<file path="src/rtl/rf_write_arbiter_pkg.sv">
// Shared CPU definitions used by the register-file write arbiter.
//   REG_ADDR_W / DATA_W : register file geometry (32 x 32)
//   ZERO_REG            : hardwired-zero register, writes to it are no-ops
//   rf_q_entry_t        : one queued mult/div result {live, addr, data}
package rf_write_arbiter_pkg;
  localparam int REG_ADDR_W = 5;
  localparam int DATA_W     = 32;
  localparam int NUM_REGS   = 2 ** REG_ADDR_W;
  localparam logic [REG_ADDR_W-1:0] ZERO_REG = 5'd0;

  typedef struct packed {
    logic                  live;
    logic [REG_ADDR_W-1:0] addr;
    logic [DATA_W-1:0]     data;
  } rf_q_entry_t;
endpackage

</file>
<file path="src/rtl/rf_write_arbiter_if.sv">
// Bus bundle between the pipeline / mult-div unit and the write arbiter.
//   wb_*      : pipeline writeback (never stalled)
//   md_*      : mult/div result valid/ready handshake
//   rf_*      : register file write port
//   pending   : per-register mask of queued, live results
// master = pipeline/mult-div/regfile side, slave = arbiter.
interface rf_write_arbiter_if;
  import rf_write_arbiter_pkg::*;

  logic                  wb_reg_write;
  logic [REG_ADDR_W-1:0] wb_write_addr;
  logic [DATA_W-1:0]     wb_write_data;
  logic                  md_valid;
  logic                  md_ready;
  logic [REG_ADDR_W-1:0] md_addr;
  logic [DATA_W-1:0]     md_data;
  logic                  rf_reg_write;
  logic [REG_ADDR_W-1:0] rf_write_addr;
  logic [DATA_W-1:0]     rf_write_data;
  logic [NUM_REGS-1:0]   pending;

  modport master (
    output wb_reg_write, wb_write_addr, wb_write_data, md_valid, md_addr, md_data,
    input  md_ready, rf_reg_write, rf_write_addr, rf_write_data, pending
  );
  modport slave (
    input  wb_reg_write, wb_write_addr, wb_write_data, md_valid, md_addr, md_data,
    output md_ready, rf_reg_write, rf_write_addr, rf_write_data, pending
  );
endinterface

</file>
<file path="src/rtl/rf_wb_queue.sv">
// Circular buffer of mult/div results awaiting a free register-file slot.
//   push_i/push_addr_i/push_data_i : enqueue one live entry (caller ensures !full)
//   pop_i                          : drop the head (caller ensures !empty)
//   squash_i/squash_addr_i         : kill every live entry targeting that register
//   head_o, full_o, empty_o        : head entry and occupancy flags
//   pending_o                      : OR of one-hot addr over live entries
// DEPTH must be a power of two >= 2 so the pointers wrap naturally.
module rf_wb_queue
  import rf_write_arbiter_pkg::*;
#(
  parameter int DEPTH = 2
) (
  input  logic                  clk,
  input  logic                  reset,
  input  logic                  push_i,
  input  logic [REG_ADDR_W-1:0] push_addr_i,
  input  logic [DATA_W-1:0]     push_data_i,
  input  logic                  pop_i,
  input  logic                  squash_i,
  input  logic [REG_ADDR_W-1:0] squash_addr_i,
  output rf_q_entry_t           head_o,
  output logic                  full_o,
  output logic                  empty_o,
  output logic [NUM_REGS-1:0]   pending_o
);
  localparam int PTR_W = $clog2(DEPTH);

  rf_q_entry_t      ent_q [DEPTH];
  rf_q_entry_t      ent_d [DEPTH];
  logic [PTR_W-1:0] wr_q, wr_d, rd_q, rd_d;
  logic [PTR_W:0]   cnt_q, cnt_d;

  always_comb begin
    ent_d = ent_q;
    wr_d  = wr_q;
    rd_d  = rd_q;
    cnt_d = cnt_q;
    // Killed entries keep their slot; they just stop counting as pending
    // and pop silently once they reach the head.
    if (squash_i)
      for (int i = 0; i < DEPTH; i++)
        if (ent_q[i].addr == squash_addr_i) ent_d[i].live = 1'b0;
    if (pop_i) begin
      ent_d[rd_q].live = 1'b0;
      rd_d = rd_q + 1'b1;
    end
    if (push_i) begin
      ent_d[wr_q] = '{live: 1'b1, addr: push_addr_i, data: push_data_i};
      wr_d = wr_q + 1'b1;
    end
    case ({push_i, pop_i})
      2'b10:   cnt_d = cnt_q + 1'b1;
      2'b01:   cnt_d = cnt_q - 1'b1;
      default: cnt_d = cnt_q;
    endcase
  end

  always_ff @(posedge clk) begin
    if (reset) begin
      wr_q  <= '0;
      rd_q  <= '0;
      cnt_q <= '0;
      for (int i = 0; i < DEPTH; i++) ent_q[i] <= '0;
    end else begin
      wr_q  <= wr_d;
      rd_q  <= rd_d;
      cnt_q <= cnt_d;
      for (int i = 0; i < DEPTH; i++) ent_q[i] <= ent_d[i];
    end
  end

  always_comb begin
    pending_o = '0;
    for (int i = 0; i < DEPTH; i++)
      if (ent_q[i].live) pending_o[ent_q[i].addr] = 1'b1;
    pending_o[ZERO_REG] = 1'b0;
  end

  assign head_o  = ent_q[rd_q];
  assign full_o  = (cnt_q == (PTR_W+1)'(DEPTH));
  assign empty_o = (cnt_q == '0);
endmodule

</file>
<file path="src/rtl/rf_write_arbiter.sv">
// Register file write-port arbiter.
//   clk, reset : clock and synchronous active-high reset
//   bus        : slave side of rf_write_arbiter_if (wb_*, md_*, rf_*, pending)
// Pipeline writeback always wins and passes straight through; mult/div
// results are queued and drained into cycles with no effective WB write.
module rf_write_arbiter
  import rf_write_arbiter_pkg::*;
#(
  parameter int DEPTH = 2
) (
  input  logic               clk,
  input  logic               reset,
  rf_write_arbiter_if.slave  bus
);
  rf_q_entry_t         head;
  logic                q_full, q_empty;
  logic [NUM_REGS-1:0] q_pending;
  logic                wb_eff, md_fire, q_push, q_pop;

  assign wb_eff  = bus.wb_reg_write && (bus.wb_write_addr != ZERO_REG);
  // Ready comes from registered occupancy only: a full queue refuses even
  // in a cycle where it drains, keeping md_ready off the pop path.
  assign bus.md_ready = !reset && !q_full;
  assign md_fire = bus.md_valid && bus.md_ready;
  // r0 results and results already superseded by a same-cycle WB write to
  // the same register complete the handshake but are never enqueued.
  assign q_push  = md_fire && (bus.md_addr != ZERO_REG) &&
                   !(wb_eff && (bus.md_addr == bus.wb_write_addr));
  // Any free slot pops the head, live or killed.
  assign q_pop   = !reset && !wb_eff && !q_empty;

  rf_wb_queue #(.DEPTH(DEPTH)) u_queue (
    .clk           (clk),
    .reset         (reset),
    .push_i        (q_push),
    .push_addr_i   (bus.md_addr),
    .push_data_i   (bus.md_data),
    .pop_i         (q_pop),
    .squash_i      (wb_eff && !reset),
    .squash_addr_i (bus.wb_write_addr),
    .head_o        (head),
    .full_o        (q_full),
    .empty_o       (q_empty),
    .pending_o     (q_pending)
  );

  always_comb begin
    bus.rf_reg_write  = 1'b0;
    bus.rf_write_addr = '0;
    bus.rf_write_data = '0;
    if (!reset) begin
      if (wb_eff) begin
        bus.rf_reg_write  = 1'b1;
        bus.rf_write_addr = bus.wb_write_addr;
        bus.rf_write_data = bus.wb_write_data;
      end else if (!q_empty && head.live) begin
        bus.rf_reg_write  = 1'b1;
        bus.rf_write_addr = head.addr;
        bus.rf_write_data = head.data;
      end
    end
  end

  assign bus.pending = reset ? '0 : q_pending;
endmodule

</file>
<file path="src/flat_wrapper.sv">
// flat-port wrapper written by rule: the top's interface ports become plain ports
module rf_write_arbiter_flat import rf_write_arbiter_pkg::*;
#(
  parameter int DEPTH = 2
)
  (clk, reset, bus_wb_reg_write, bus_wb_write_addr, bus_wb_write_data, bus_md_valid, bus_md_addr, bus_md_data, bus_md_ready, bus_rf_reg_write, bus_rf_write_addr, bus_rf_write_data, bus_pending);
  rf_write_arbiter_if bus_i ();
  input  logic clk;
  input  logic reset;
  input wire logic [$bits(bus_i.wb_reg_write)-1:0] bus_wb_reg_write;
  input wire logic [$bits(bus_i.wb_write_addr)-1:0] bus_wb_write_addr;
  input wire logic [$bits(bus_i.wb_write_data)-1:0] bus_wb_write_data;
  input wire logic [$bits(bus_i.md_valid)-1:0] bus_md_valid;
  input wire logic [$bits(bus_i.md_addr)-1:0] bus_md_addr;
  input wire logic [$bits(bus_i.md_data)-1:0] bus_md_data;
  output wire logic [$bits(bus_i.md_ready)-1:0] bus_md_ready;
  output wire logic [$bits(bus_i.rf_reg_write)-1:0] bus_rf_reg_write;
  output wire logic [$bits(bus_i.rf_write_addr)-1:0] bus_rf_write_addr;
  output wire logic [$bits(bus_i.rf_write_data)-1:0] bus_rf_write_data;
  output wire logic [$bits(bus_i.pending)-1:0] bus_pending;
  assign bus_i.wb_reg_write = bus_wb_reg_write;
  assign bus_i.wb_write_addr = bus_wb_write_addr;
  assign bus_i.wb_write_data = bus_wb_write_data;
  assign bus_i.md_valid = bus_md_valid;
  assign bus_i.md_addr = bus_md_addr;
  assign bus_i.md_data = bus_md_data;
  assign bus_md_ready = bus_i.md_ready;
  assign bus_rf_reg_write = bus_i.rf_reg_write;
  assign bus_rf_write_addr = bus_i.rf_write_addr;
  assign bus_rf_write_data = bus_i.rf_write_data;
  assign bus_pending = bus_i.pending;
  rf_write_arbiter #(.DEPTH(DEPTH)) u_core (.clk(clk), .reset(reset), .bus(bus_i));
endmodule
</file>
<file path="config.mk">
export PLATFORM = sky130hd
export DESIGN_NAME = rf_write_arbiter_flat
export DESIGN_NICKNAME = d
export VERILOG_FILES = /design/src/rtl/rf_write_arbiter_pkg.sv /design/src/rtl/rf_write_arbiter_if.sv /design/src/rtl/rf_wb_queue.sv /design/src/rtl/rf_write_arbiter.sv /design/src/flat_wrapper.sv
export SDC_FILE = /design/constraint.sdc
export NUM_CORES = 1
export LEC_CHECK = 0
export CORE_ASPECT_RATIO = 0.7
export CORE_MARGIN = 4
export CORE_UTILIZATION = 25
export CTS_BUF_LIST = sky130_fd_sc_hd__clkbuf_8
export DETAILED_ROUTE_END_ITERATION = 16
export PLACE_DENSITY_LB_ADDON = 0.15
export SYNTH_ARGS = -nofsm -noshare
export SYNTH_HDL_FRONTEND = slang
export SYNTH_SLANG_ARGS = --single-unit
</file>
<file path="constraint.sdc">
create_clock -name clk -period 6.3 [get_ports clk]
set_clock_uncertainty 0.05 [all_clocks]
set_input_delay 0.945 -clock clk [delete_from_list [all_inputs] [get_ports clk]]
set_output_delay 0.945 -clock clk [all_outputs]
set_load 0.05 [all_outputs]
</file>
Figure 1. Routed metal, one colour a layer (run 1).
Scale bar: 50 µm. Two of the layers only.
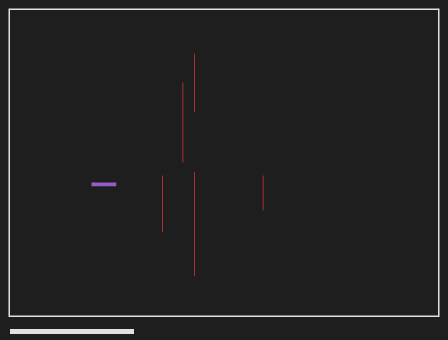
Key: metal 5 = purple [wire length 8.30 µm]; metal 4 = red [wire length 133 µm]

Figure 2. Selected gate families (run 1).
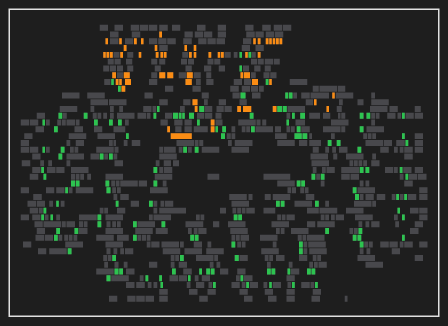
Key: NAND gates = green [cells 133, most used nand3_1]; NOR gates = orange [cells 57, most used nor2_1]

Figure 3. Routing congestion map (run 1).
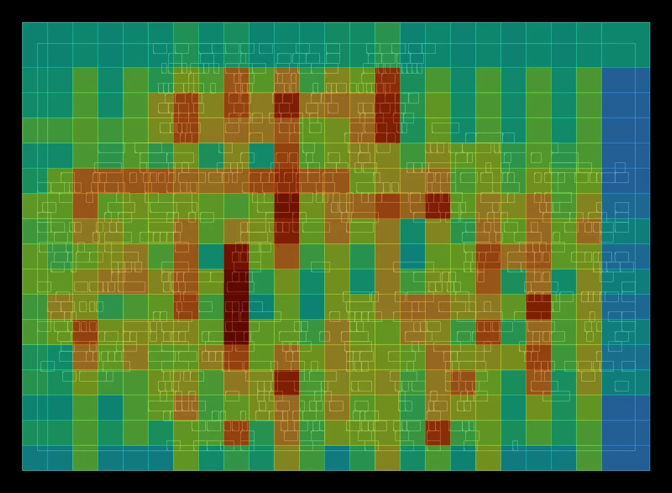
grt met1 use: 0.2287
routed wire length per instance: 17.96 µm
met3 Track Usage GR: 0.04314
met2 Track Usage GR: 0.2505
core utilization of the finished layout: 0.3526

Figure 4. Sequential cells grouped by signal name (run 1).
Scale bar: 50 µm. Other sequential cells in the stronger grey, the rest of the logic in the fainter grey.
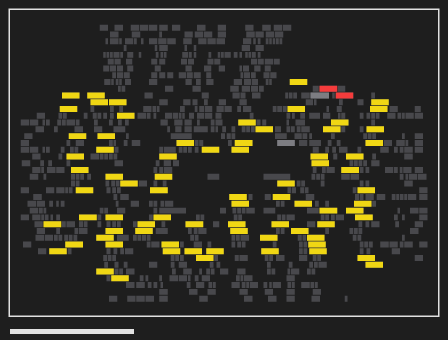
Key: u_core.u_queue.ent_q = yellow [sequential cells 76]; u_core.u_queue.cnt_q = red [sequential cells 2]
Another 2 sequential cells are not coloured.

==> run notes, run 1 <==
Status of the implementation.

- By area, combinational gates come first.
- Per the CTS log, the root buffer master is clkbuf_8.
- The register ranked first by flip-flop count is u_core.u_queue.ent_q, for reference.
- Detailed routing placed a total of 1114 µm of wire on met3.
- The setup total negative slack is 0 ns, for reference.
- Of all the cell area in the finished design, the clock network holds 0.03303.
- On the critical path the data arrives at 4.00 ns.
- The hold path depth is 2, for reference.
- The setup slack on the worst flop-to-flop path is 3.67 ns, for reference.
- The instance count of the mapped netlist is 642, for reference.
- The initial DRC count is 563, for reference.
- The count of warnings emitted by yosys is 0, for reference.
- The timing report lists the critical path depth as 8 cells.
- The flow ran to the end, and the final reports show no timing, DRC or antenna violations.
- In this run the critical register-to-register path is launched from u_core.u_queue.cnt_q[0]$_SDFFE_PP0P_.
- The worst setup path is captured at an output pin.
- By instance count after routing, the leading logic cell types are clkdlybuf4s50_1 (146), o21ai_0 (114), a21oi_1 (79), dfxtp_1 (79), nand3_1 (77).
- The sum of buffers and inverters on the critical path is 3, for reference.
- The area recorded from the Yosys report for this design is 4702 µm².
- The DRC violation total left in the routed layout is recorded as 0.
- The non-clock inverter instance count of the final layout is 1, for reference.
- In this run the layout overhead on the synthesized area is reported as 36.96%.
- The combinational cell area excluding buffers and inverters is 2796 µm², for reference.
- The number of cells in the finished layout apart from fillers is 977, for reference.
- The non-clock buffer contribution to total cell area is 0.2374, for reference.
- In the synthesized netlist the async set-or-reset flop fraction comes to 0.
- The clock buffers instantiated in the layout total 9.
- Looking at the cell usage after synthesis, the top flip-flop cell is dfxtp_1.
- The last timing report of the flow puts the setup violation total at 0.
- The critical path startpoint is bus_wb_write_addr[4], for reference.
- The count of TritonRoute iterations in the first routing pass is 5, for reference.
- The post-detailed-route count of antenna-violating nets is 0, for reference.
- The leakage component of the power was reported as 0.001991 µW.
- The placed cell count is 961, for reference.
- The first global-routing pass estimated 27220 µm of wire.
- For this configuration, the core starts out at a cell density of 0.2575.
- The final worst slack is 1.307 ns, for reference.
- The clock latency reported for the late side of the worst-skew pair is 0.35 ns, for reference.
- The number of placement rows is 41, for reference.
- The combinational share of cell area is 0.4342, for reference.
- The final net count is 815, for reference.
- The registers reported with the highest flop counts are u_core.u_queue.ent_q x76, u_core.u_queue.cnt_q x2.
- The critical path goes through clkdlybuf4s50_1 > nor3_1 > nand2_1 > nand2_1 > nand2_1 > buf_4 > o21ai_0 > clkdlybuf4s50_1.
- Counting I/O delays and the setup requirement, the final critical path takes 4.993 ns.
- The synthesis stats list as the most numerous cell o21ai_0.
- The cell-mix breakdown from Yosys lists the adder-cell area share as 0.002661.
- The placeable core region is 18260 µm², for reference.
- The number of endpoints with negative hold slack in the final report is 0, for reference.
- The area of the die is 21100 µm², for reference.
- The layout cell share with drive strength beyond 1 is 0.04049, for reference.
- For this run, the detailed router reports a per-instance via density of 5.264.
- Counting the fill cells in the layout gives 1857.
- The via count of the first global-routing pass was 5053.
- The endpoint of the worst hold path is reported as u_core.u_queue.ent_q[14]$_SDFFE_PP0P_.
- For this design, the slowest cell found on the critical path is clkdlybuf4s50_1.
- The quantity of I/O buffers inserted on ports is 147, for reference.
- The area fraction of the largest cell type after synthesis is 0.3406.
- The layer with the highest usage is met2, for reference.
- The most numerous cell type found on the critical path is nand2_1.
- TritonCTS built the clock tree.
- The post-synth register bit count is 80.
- Pin placement for this block handled 149 I/O pins.
- The power share of the clock group is 0.340, for reference.
- The global routing usage summed across all routing layers is 0.1619, for reference.
- The net switching share of the total power is 0.2928, for reference.
- The pre-CTS setup slack is 1.324 ns, for reference.
- Per the detail_route log, met2 wirelength is 7875 µm.
- The launching element type of the critical path is an input pin, for reference.
- The tally of unique sky130hd cells used after synthesis is 35, for reference.
- In the post-synthesis netlist, the biggest area contributors are dfxtp_1 (34%), o21ai_0 (12%), a21oi_1 (8.5%), nand3_1 (8.2%), mux2i_1 (8.1%).
- Per STA, the highest per-stage delay on the worst path measures 0.83 ns.
- The group with the largest share of power is sequential cells, for reference.
- The share of total power dissipated in sequential elements is 0.451.
- The power after layout is 1201 µW, for reference.
- The power per cell area is 186.5 nW/µm², for reference.
- The portion of the clock cycle consumed by the worst path in the final layout is 0.7926, for reference.
- The sequential power is 541 µW, for reference.
- The clock-pin transition on the worst setup and hold timing paths is 0.07 ns, for reference.
- The critical path ends at bus_rf_write_data[23].
- The yosys stat cell total is 642, for reference.
- The net count after synthesis is 721.
- After synthesis, the mean cell area works out to 7.324 µm².
- The post-CTS setup repair buffer count is 0, for reference.
- The highest clock rate this design can be run at is 200.3 MHz.
- The clock drives 80 sinks.
- The and-or/or-and share of the synthesized area is 0.2576, for reference.
- The clock passes through at most 2 buffers.
- Before any placement, the netlist area is recorded as 4702 µm².
- The commonest cells after synthesis are o21ai_0 (114), a21oi_1 (80), dfxtp_1 (80).
- Looking at the critical path, the highest net fanout was 24.
- The internal power contribution is 849.2 µW, for reference.
- The top routing layer in use is met5, for reference.
- The top cell type in the final layout, fill and taps aside, is clkdlybuf4s50_1.
- The multi-input logic cell count is 489, for reference.
- For reference, the final report shows the max-slew violation count at 0.
- The final route contains 5143 vias.
- The critical path data required time is 5.30 ns, for reference.
- Entering global routing, the biggest net connects 76 pins.
- The total number of H-tree levels is 3, for reference.
- The biggest area consumer among synthesized cells is dfxtp_1, for reference.
- The total overflow reported by the global router is 0, for reference.
- The logic gate share of total power is 0.209, for reference.
- Per the synthesis report, the XOR/XNOR share of the synthesized area is 0.03353.
- The flip-flop count of the largest register, all copies and words added is 76, for reference.
- The number of antenna violations at the first check in global routing came to 1.
- The min-delay analysis places its worst path in the category flop to flop.
- The most critical hold endpoint after final layout shows a slack of 0.4254 ns.
- In this run the VDD rail shows a maximum IR drop of 0.00007647 V.
- Per the synthesis report, the simple-gate share of the synthesized area is 0.2145.
- Max-cap violations in this run came to 0.
- The power consumed by combinational cells is 251 µW, for reference.
- The design has 80 sequential cells.
- The layout report gives the register share of total cell area as 0.2489.
- The final design area excluding fillers is 6440 µm², for reference.
- For this block, wires on met1 add up to 8411 µm.
- The worst register-to-register path ends at u_core.u_queue.ent_q[54]$_SDFFE_PP0P_.
- According to the floorplan report, the die width is 171.9 µm.
- The weighted congestion reported at the end of routability-driven placement is 0.8114, for reference.
- The post-cts sizing count is 0, for reference.
- The cell family contributing the most delay on the critical path is buffers and inverters, for reference.
- The sequential-to-total area share from yosys stat is 0.3406, for reference.
- Setup repair after global routing left no endpoint under its margin.
Figure 5. Cell classes on the final placement (run 1).
Scale bar: 50 µm.
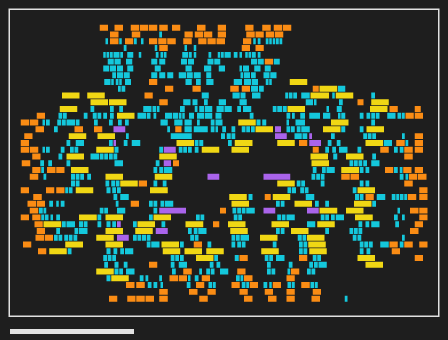

==> run 2: changes to the inputs <==
Clock period 6.3 ns to 5.15 ns, I/O delays scaled along.
Figure 6. Cell classes on the final placement (run 2).
Scale bar: 50 µm.
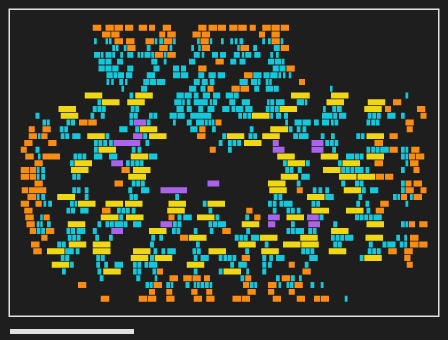
Key: clock drivers and dummy loads = purple [cells 16]; other buffers and delay cells = orange [cells 157]; flops = yellow [cells 80]; combinational and other logic = cyan [cells 490]

Figure 7. Selected gate families (run 2).
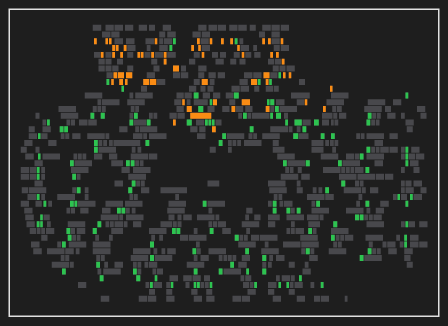
Key: NAND gates = green [cells 133, most used nand3_1]; NOR gates = orange [cells 57, most used nor2_1]

Figure 8. Routing congestion map (run 2).
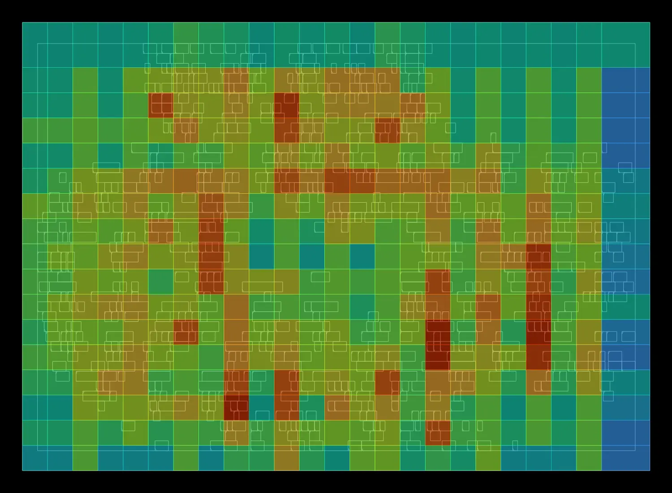
met3 Track Usage GR: 0.04411
met2 Track Usage GR: 0.2432
Total GRT Usage: 0.1592

==> run 2 against run 1 <==
Against the previous run:
- non-clock buffer count up 2
- clock power up 35%
- worst setup slack worse by 0.18 ns
- sequential share of layout area up 0.10 points
- cell count up 0.20%
- die area unchanged
- worst hold slack better by 0.0013 ns
- synthesized area unchanged
- flip-flop count unchanged
- largest cell class unchanged
- highest routed layer is now met4
==> run notes, run 2 <==
Status of the implementation.

- The run finished with clean final reports.
- The leading cell type in the layout, fill and taps excluded is o21ai_0, for reference.
- The non-clock inverter instance count of the final layout is 1 (unchanged).
- The worst-case vdd ir drop came to 0.0001155 V (+51%).
- The deepest clock path buffer count is 2 (unchanged), for reference.
- Traced cell by cell, the critical path runs through clkdlybuf4s50_1 > nor3_1 > nand2_1 > nand2_1 > nand2_1 > buf_4 > o21ai_0 > buf_12.
- The met3 wire length is 1182 µm (+6.1%).
- The post-CTS setup repair buffer count was 0 (unchanged).
- The yosys stat cell total is 642 (unchanged), for reference.
- The final core utilization is 0.3512 (-0.001439), for reference.
- The hold path depth is 2 (unchanged), for reference.
- The Yosys chip area came to 4702 µm² (unchanged).
- The count of fill cells added during filler insertion is 1928 (+3.8%).
- TritonCTS built the clock tree.
- The portion of the clock cycle consumed by the worst path in the final layout is 0.7817, for reference.
- The async set or reset register ratio after synthesis is 0 (unchanged), for reference.
- The area growth from synthesis to layout is 36.40%, for reference.
- The met1 layer usage reported by global route is 0.2243 (-0.004475), for reference.
- The worst-case hold path end point is u_core.u_queue.ent_q[41]$_SDFFE_PP0P_, for reference.
- Counting flops per register, the top entry is u_core.u_queue.ent_q.
- The average cell area after synthesis is 7.324 µm² (unchanged), for reference.
- The number of antenna violations at the first check in global routing is 0 (-1), for reference.
- The largest stage delay on the critical path is 0.54 ns (-0.29 ns).
- The routed via count came to 5059 (-1.6%).
- The first-pass GRT wire length was 26630 µm (-2.2%).
- For this run, the top clock speed supported by timing is 248.4 MHz.
- The clock period minus worst slack is 4.026 ns, for reference.
- The weighted congestion reported at the end of routability-driven placement is 0.8476 (+4.5%).
- The count of final setup violators is 0 (unchanged).
- The layout cell share with drive strength beyond 1 came to 0.09556 (+0.05507).
- The net switching share of the total power is 0.2942 (+0.001420), for reference.
- The I/O pin count is 149 (unchanged), for reference.
- The tally of unique sky130hd cells used after synthesis is 35 (unchanged).
- The logic gate share of total power is 0.201 (-0.008).
- The instance count of the mapped netlist came to 642 (unchanged).
- Looking at area per cell type in the netlist, the leader is dfxtp_1.
- The average wire length per cell after detail routing came to 17.84 µm (-0.66%).
- The combinational share of cell area is 0.4360 (+0.001779).
- The final hold slack is 0.4267 ns (+0.001325 ns), for reference.
- The sequential power is 662 µW (+22%).
- The power per cell area is 236.6 nW/µm² (+27%).
- The worst setup path is captured at an output pin.
- The number of placement rows is 41 (unchanged), for reference.
- Broken down by cell family, the worst path's largest delay share belongs to buffers and inverters.
- The internal power contribution is 1071 µW (+26%), for reference.
- The total number of H-tree levels was 3 (unchanged).
- The placeable core region is 18260 µm² (unchanged).
- The leakage power figure was 0.002079 µW (+4.4%).
- The number of endpoints with negative hold slack in the final report is 0 (unchanged), for reference.
- The placed cell count is 963 (+0.21%), for reference.
- The setup slack on the worst flop-to-flop path was 2.54 ns (-1.13 ns).
- The number of cells in the finished layout apart from fillers is 979 (+0.20%), for reference.
- The pre-CTS setup slack is 1.118 ns (-0.2054 ns), for reference.
- The total number of cells along the worst setup path is 8 (unchanged), for reference.
- The via count of the first global-routing pass is 4835 (-4.3%).
- The top flip-flop cell by instance count after synthesis is dfxtp_1, for reference.
- The root buffer cell is clkbuf_8, for reference.
- STA classifies the critical path startpoint as an input pin.
- The post-cts sizing count is 0 (unchanged), for reference.
- The sum of buffers and inverters on the critical path is 3 (unchanged), for reference.
- The count of TritonRoute iterations in the first routing pass is 5 (unchanged).
- The area fraction in full adders, half adders and majority gates was 0.002661 (unchanged).
- The multi-input logic cell count was 489 (unchanged).
- For reference, the top cells by count after synthesis are o21ai_0 (114), a21oi_1 (80), dfxtp_1 (80).
- The fraction of the core area occupied by cells at floorplan is 0.2575 (unchanged), for reference.
- The area fraction in xor and xnor cells is 0.03353 (unchanged).
Figure 9. Routed metal, one colour a layer (run 2).
Scale bar: 50 µm. Two of the layers only.
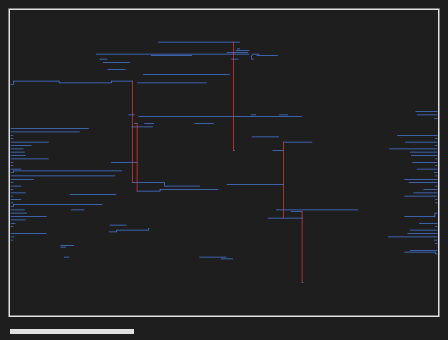

==> run 3: changes to the inputs <==
Clock period 5.15 ns to 4 ns, I/O delays scaled along.
Figure 10. Routed metal, one colour a layer (run 3).
Scale bar: 50 µm. Two of the layers only.
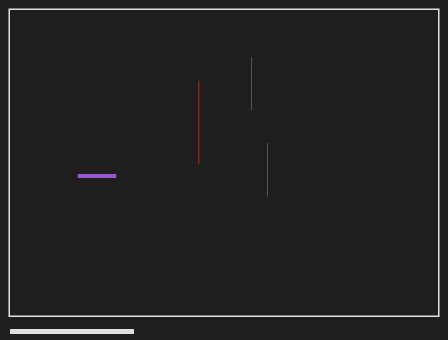
Key: metal 5 = purple [wire length 13.8 µm]; metal 4 = red [wire length 75.5 µm]

Figure 11. Sequential cells grouped by signal name (run 3).
Scale bar: 50 µm. Other sequential cells in the stronger grey, the rest of the logic in the fainter grey.
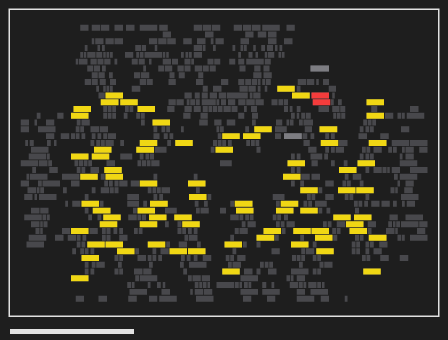
Key: u_core.u_queue.cnt_q = red [sequential cells 2]; u_core.u_queue.ent_q = yellow [sequential cells 76]
Another 2 sequential cells are not coloured.

Figure 12. Cell classes on the final placement (run 3).
Scale bar: 50 µm.
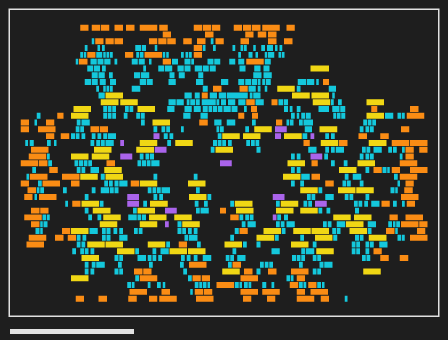
Key: combinational and other logic = cyan [cells 490]; clock drivers and dummy loads = purple [cells 16]; flops = yellow [cells 80]; other buffers and delay cells = orange [cells 158]

==> run 3 against run 2 <==
Against the previous run:
- worst setup slack got worse by 0.64 ns
- non-clock buffer count increased by 1
- worst hold slack improved by 0.00099 ns
- highest routed layer is now met5
- global-route usage increased by 0.45 points
- total power increased by 20%
- register-to-register slack got worse by 0.81 ns
- largest power group unchanged
==> run notes, run 3 <==
Status of the implementation.

- The run finished with clean final reports.
- The worst-case hold path end point is u_core.u_queue.ent_q[26]$_SDFFE_PP0P_, for reference.
- For this run, the register share of the synthesized area comes to 0.3406.
- The global routing usage summed across all routing layers is 0.1637 (+0.004498).
- The instance area after placement is 6620 µm², for reference.
- The final core utilization is 0.3720 (+0.02076), for reference.
- The cell sequence reported for the critical path is nor3b_1 > a22oi_1 > nor2_1 > clkdlybuf4s50_1.
- The initial DRC count is 412, for reference.
- The power after layout is 1818 µW, for reference.
- The layout cell share with drive strength beyond 1 was 0.09677 (+0.001216).
- The instance count of the mapped netlist is 642 (unchanged), for reference.
- The count of TritonRoute iterations in the first routing pass is 5 (unchanged), for reference.
- The number of antenna violations at the first check in global routing is 1 (+1), for reference.
- The reported net switching power is 557.7 µW, for reference.
- The number of placement rows was 41 (unchanged).
- The setup slack on the worst flop-to-flop path is 1.73 ns (-0.81 ns), for reference.
- The number of endpoints with negative hold slack in the final report was 0 (unchanged).
- The post-CTS hold buffer count recorded in the log is 0.
- In the synthesized netlist, the cells that appear most often are o21ai_0 (114), a21oi_1 (80), dfxtp_1 (80).
- The area growth from synthesis to layout is 44.47%, for reference.
- The area fraction in xor and xnor cells is 0.03353 (unchanged).
- The area share of the largest cell type after synthesis is 0.3406, for reference.
- The number of clock buffers added by TritonCTS is 9.
- The Yosys step of the flow raised 0 warnings.
- The clock tree from TritonCTS is done, for reference.
- In this run, the synthesized area fraction spent on and/or/nand/nor cells is recorded as 0.2145.
- The timing report shows that the slowest cell on the worst path is nor3b_1.
- The OpenROAD warning count is 26, for reference.
- The clock-pin transition on the worst setup and hold timing paths is 0.08 ns, for reference.
- The fraction of the core area occupied by cells at floorplan is 0.2575 (unchanged), for reference.
- The leakage power figure is 0.002164 µW (+4.1%).
- The synthesis stat section lists a flop and latch total of 80.
- The deepest clock path buffer count was 2 (unchanged).
- The non-clock inverter instance count of the final layout is 1 (unchanged), for reference.
- The post-detailed-route count of antenna-violating nets is 0, for reference.
- The final worst slack is 0.4853 ns, for reference.
- The capture point of the worst register-to-register path is recorded as u_core.u_queue.ent_q[70]$_SDFFE_PP0P_.
- The Yosys chip area is 4702 µm² (unchanged), for reference.
- The final hold slack is 0.4277 ns (+0.0009930 ns), for reference.
- The sequential power is 853 µW (+29%).
- The register with the most flip-flops in the layout has 76 of them.
- The count of unresolved DRC violations after routing is 0, for reference.
- The internal power contribution is 1261 µW (+18%).
- After detailed routing, the total wire length is 17790 µm.
- The post-CTS setup repair buffer count was 0 (unchanged).
- The cell family contributing the most delay on the critical path is simple AND/OR/NAND/NOR gates.
- The worst register-to-register path has a depth of 6.
- The chip occupies 21100 µm².
- The final layout report lists a non-clock buffer count of 158.
- The I/O pin count is 149 (unchanged), for reference.
- The logic gate share of total power is 0.240 (+0.039), for reference.
- Entering global routing, the biggest net connects 77 pins.
- The largest register by flop count is u_core.u_queue.ent_q.
- The met1 layer usage reported by global route is 0.2420 (+0.01778), for reference.
- After synthesis the cells add up to 4702 µm².
- The relative slew slack is 0.2985, for reference.
- The power per cell area is 267.7 nW/µm² (+13%), for reference.
- The transition time of the tightest slew-check pin is 1.050 ns, for reference.
- The layout stage reports a final design area of 6793 µm².
- The worst-case vdd ir drop is 0.0001301 V (+13%).
- The arrival time of data at the worst endpoint is listed as 2.86 ns.
- The clock period minus worst slack is 3.515 ns, for reference.
- The number of sequential cells is 80, for reference.
- The detailed placement HPWL is 11980 µm, for reference.
- The largest stage delay on the critical path is 0.87 ns (+0.33 ns), for reference.
- The hold path depth is 2 (unchanged), for reference.
- The synthesis report lists the most area-consuming cells as dfxtp_1 (34%), o21ai_0 (12%), a21oi_1 (8.5%), nand3_1 (8.2%), mux2i_1 (8.1%).
- The worst hold path startpoint is u_core.u_queue.ent_q[26]$_SDFFE_PP0P_, for reference.
- Summing all multiplexer cells gives an area fraction of 0.08089.
- Setup repair after global routing left no endpoint under its margin.
- The highest achievable clock rate is 284.5 MHz, for reference.
- The launching element type of the critical path is a flop, for reference.
- The via count of the first global-routing pass is 4928 (+1.9%), for reference.
- The multi-input combinational cells in the finished layout cover a total of 2796 µm².
- The weighted congestion reported at the end of routability-driven placement is 0.8177 (-3.5%).
- The power report attributes to the clock group a share of 0.291.
- The largest registers in the layout are u_core.u_queue.ent_q x76, u_core.u_queue.cnt_q x2.
- The setup path with the least slack is of type flop to output pin.
- The yosys stat cell total is 642 (unchanged), for reference.
- The number of cells in the finished layout apart from fillers is 980 (+0.10%), for reference.
- The leading cell type in the layout, fill and taps excluded is o21ai_0, for reference.
- The non-clock buffer contribution to total cell area is 0.2829, for reference.
- The total number of cells along the worst setup path is 4 (-4), for reference.
- The tally of unique sky130hd cells used after synthesis is 35 (unchanged), for reference.
- The capturing element type of the critical path is an output pin, for reference.
- The count of fill cells added during filler insertion is 1874 (-2.8%), for reference.
- The and-or/or-and share of the synthesized area is 0.2576, for reference.
- The post-cts sizing count is 0 (unchanged), for reference.
- The pre-CTS setup slack is 0.5966 ns (-0.5219 ns), for reference.
- The average cell area after synthesis was 7.324 µm² (unchanged).
- Across the whole layout, storage elements account for 1603 µm².
- The count of final setup violators came to 0 (unchanged).
- Input and output buffers added on the ports amount to 147.
- The number of nets handed over by synthesis was 721.
- After detailed routing, the number of vias per cell comes to 5.287.
- Of the total standard cell area in the layout, the sequential portion is 0.2360.
- The combinational share of cell area is 0.4117 (-0.02433), for reference.
- The final net count is 818, for reference.
- The async set or reset register ratio after synthesis is 0 (unchanged), for reference.
- The sum of buffers and inverters on the critical path was 1 (-2).
- The routed via count is 5181 (+2.4%), for reference.
- The critical path endpoint has a required time of 3.35 ns.
- Leaving out fill and tap cells, the most frequent cells in the layout are o21ai_0 (114), clkdlybuf4s50_1 (109), a21oi_1 (79), dfxtp_1 (79), nand3_1 (77).
- The number of clock buffer instances in the layout is 10, for reference.
- The multi-input logic cell count is 489 (unchanged), for reference.
- The net switching share of the total power was 0.3067 (+0.01251).
- The placed cell count is 964 (+0.10%), for reference.
- The met3 wire length is 1357 µm (+15%), for reference.
- The largest total area in the synthesized netlist belongs to dfxtp_1.
- Looking at the cell usage after synthesis, the top flip-flop cell is dfxtp_1.
- The met2 capacity usage during global routing is 0.2410 (-0.002195).
- The wire length on met2 is 7661 µm, for reference.
- The timing endpoint of the critical path is bus_pending[12], for reference.
- The placeable core region is 18260 µm² (unchanged), for reference.
- The first-pass GRT wire length is 27400 µm (+2.9%), for reference.
- The design received a total of 236 well taps at floorplan.
- The most used standard cell by instance count after synthesis is o21ai_0, for reference.
- The average wire length per cell after detail routing is 18.15 µm (+1.8%), for reference.
- The most critical min-delay path falls under flop to flop.
- The root buffer cell is clkbuf_8, for reference.
- Post-route period utilization is reported as 0.8787.
- The met3 capacity usage during global routing is 0.04894 (+0.004829).
- The area fraction in full adders, half adders and majority gates is 0.002661 (unchanged), for reference.
- The clock drives 80 sinks.
- The total number of H-tree levels is 3 (unchanged).
Power and IR drop assume default switching activity.
